Figure 1. Layout detail.
The bar under the picture is 10 um long. Region (18, 18) to (43, 43) um. Cells in grey, sequential cells in the stronger grey; small squares are vias.
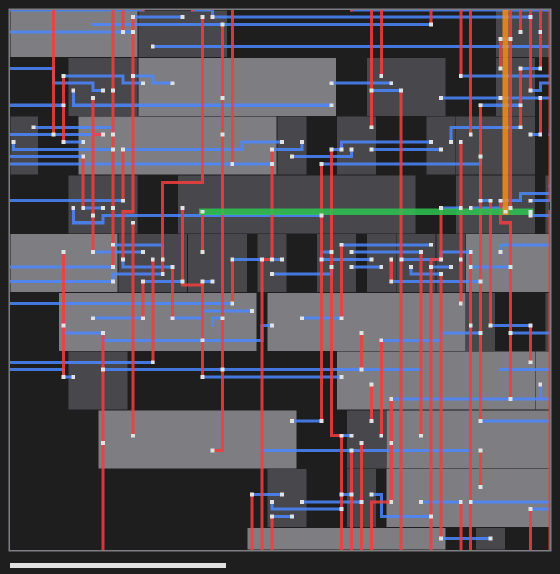
Figure 2. Congestion heat map.
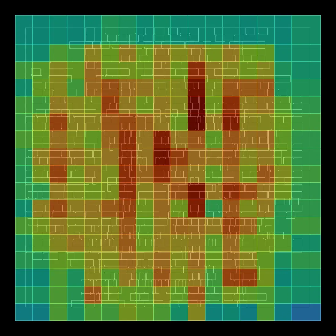
Figure 3. Gate-type map.
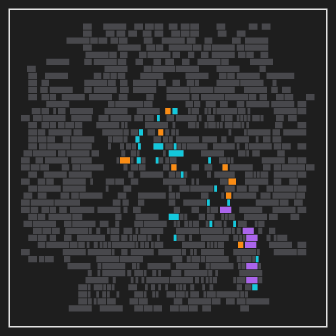
Figure 4. Sequential cells grouped by signal name.
The bar under the picture is 20 um long. Other sequential cells in the stronger grey, the rest of the logic in the fainter grey.
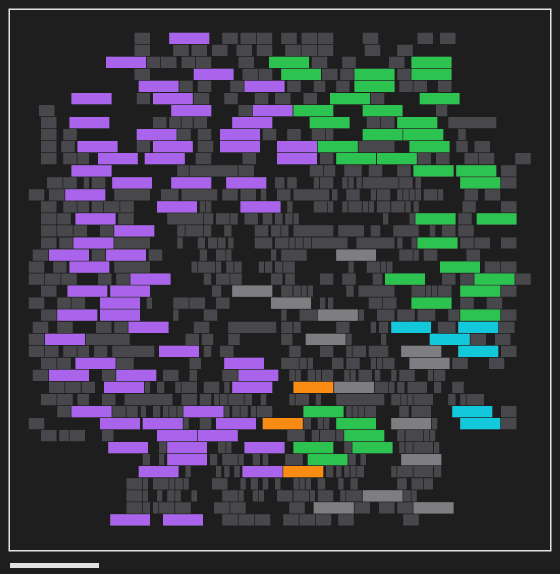
Design dred_expander, sky130hd; sources not shown.
==> results.cfg <==
; synthesis and place-and-route metrics
[timing]
relSlewSlack_pct = 39.1
min_period_ns = 3.53
tightestPinTransition_ns = 0.908
finalClockPeriodUsage_pct = 64.8
drv_slew = 0
hold-worst-slack_ns = 0.496
finalClockSkew_ns = 0.0138
max_freq_ghz = 0.283
finalSetupTns_ns = 0
rsz0062_at_grt = no

[worst_setup_path]
slowest_delay_ns = 0.69
critPathRequiredTime_ns = 5.92
critical_path.max_fanout = 13
worst_setup_path_start_kind = register
crit_chain = nand2_1, xnor2_1, xor3_1, nor2_1, mux4_2, nand2_1, a21oi_1, or4_4, a31oi_1, nand3b_1
path_buffers = 0
worst-endpoint-arrival_ns = 4.01

[global_routing]
antenna_found_initial = 0
grt-ovfl-total = 0
busiest_layer = met2
grt_pass1_wl_um = 25000
use_met2_pct = 36.3
grt_pass1_vias = 4801

[cells_and_area]
buffers = 124
final_nets = 750
diodes = 0
largest_class = flip-flops and latches
clk_share_pct = 4.50
largest_reg_flops = 64
nNonClkInverters = 8
nClkBuffers = 22
comb_cells = 363

[logic_synthesis]
yosysMostFrequentCell = dfrtp_1
xor_area_share_pct = 6.61
synth_seq_share_pct = 52.2
fp_nets = 639
synth_warnings = 0
synthesis.area_mm2 = 0.00585
ys_sh_simple_pct = 11.0
synth_top_area_share_pct = 52.2
ys_area_mm2 = 0.00585
top_logic_kind = AND-OR/OR-AND gates
ys_types = 61
ys.flop_type = dfrtp_1
yosys-top-cells-area = dfrtp_1, a22o_1, nand2_1
synth-seq-cells = 122
synthArstFlopShare_pct = 100

[place]
finalWeightedCongestion = 0.916
dpl-instance-area_mm2 = 0.00718
dp.final_hpwl_um = 11600

[power_and_ir_drop]
seqPwrFrac_pct = 42.0
ir_worst_vdd_v = 0.000239
netSwitchingFraction_pct = 37.5
clk-power_w = 0.000758
p_sw_w = 0.00134
pwr-share-clk_pct = 21.3
power.internal_w = 0.00223
p_leak_nw = 3.42

[die]
die-area_mm2 = 0.0149
coreArea_mm2 = 0.0127
initCoreUtil_pct = 46.2
tap_cells = 172

[detailed_routing]
routed.top_layer = met4
viasPerCell = 5.59
dr_wl_met3_um = 953

[clock_network]
hold_buffers = 0
cts_buffers = 17
clk_latency_ns = 0.54
ctsResizeCount = 0
htree_levels = 4

[status]
outcome = finished, final reports clean

[run]
tool_warnings = 30
Notes on Figure 1 above:
[blue] M1
[red] M2
[green] M3
[orange] M4
sequential cells in the window: 10
cells with their middle in the window: 34
most frequent: dfrtp_1 (10), nand2_1 (7), o21ai_0 (5)

Notes on Figure 2 above:
routed len/inst: 19.0 um
Total Routing Usage GR: 22.1%
met3 usage in global routing: 6.17%
GR Util met1: 28.2%

Notes on Figure 3 above:
[purple] fa/ha/maj cells | cells: 6 | most used: ha_1 | where: lower right
[cyan] nor cells | cells: 21 | most used: nor2_1 | where: centre
[orange] and/or cells | cells: 8 | where: centre
Commonest Layout Cell: dfrtp_1
Comb/total area: 35.0%
post-route insts no fill: 821

Notes on Figure 4 above:
[cyan] `out_addr` | sequential cells: 6
[orange] `k_r` | sequential cells: 3
[purple] `tt_r` | sequential cells: 64
[green] `masks_r` | sequential cells: 36
not coloured: 13
Seq area share: 40.6%
fin util: 59.3%

Power figures rest on the tool's default switching activity, not on a simulated workload.
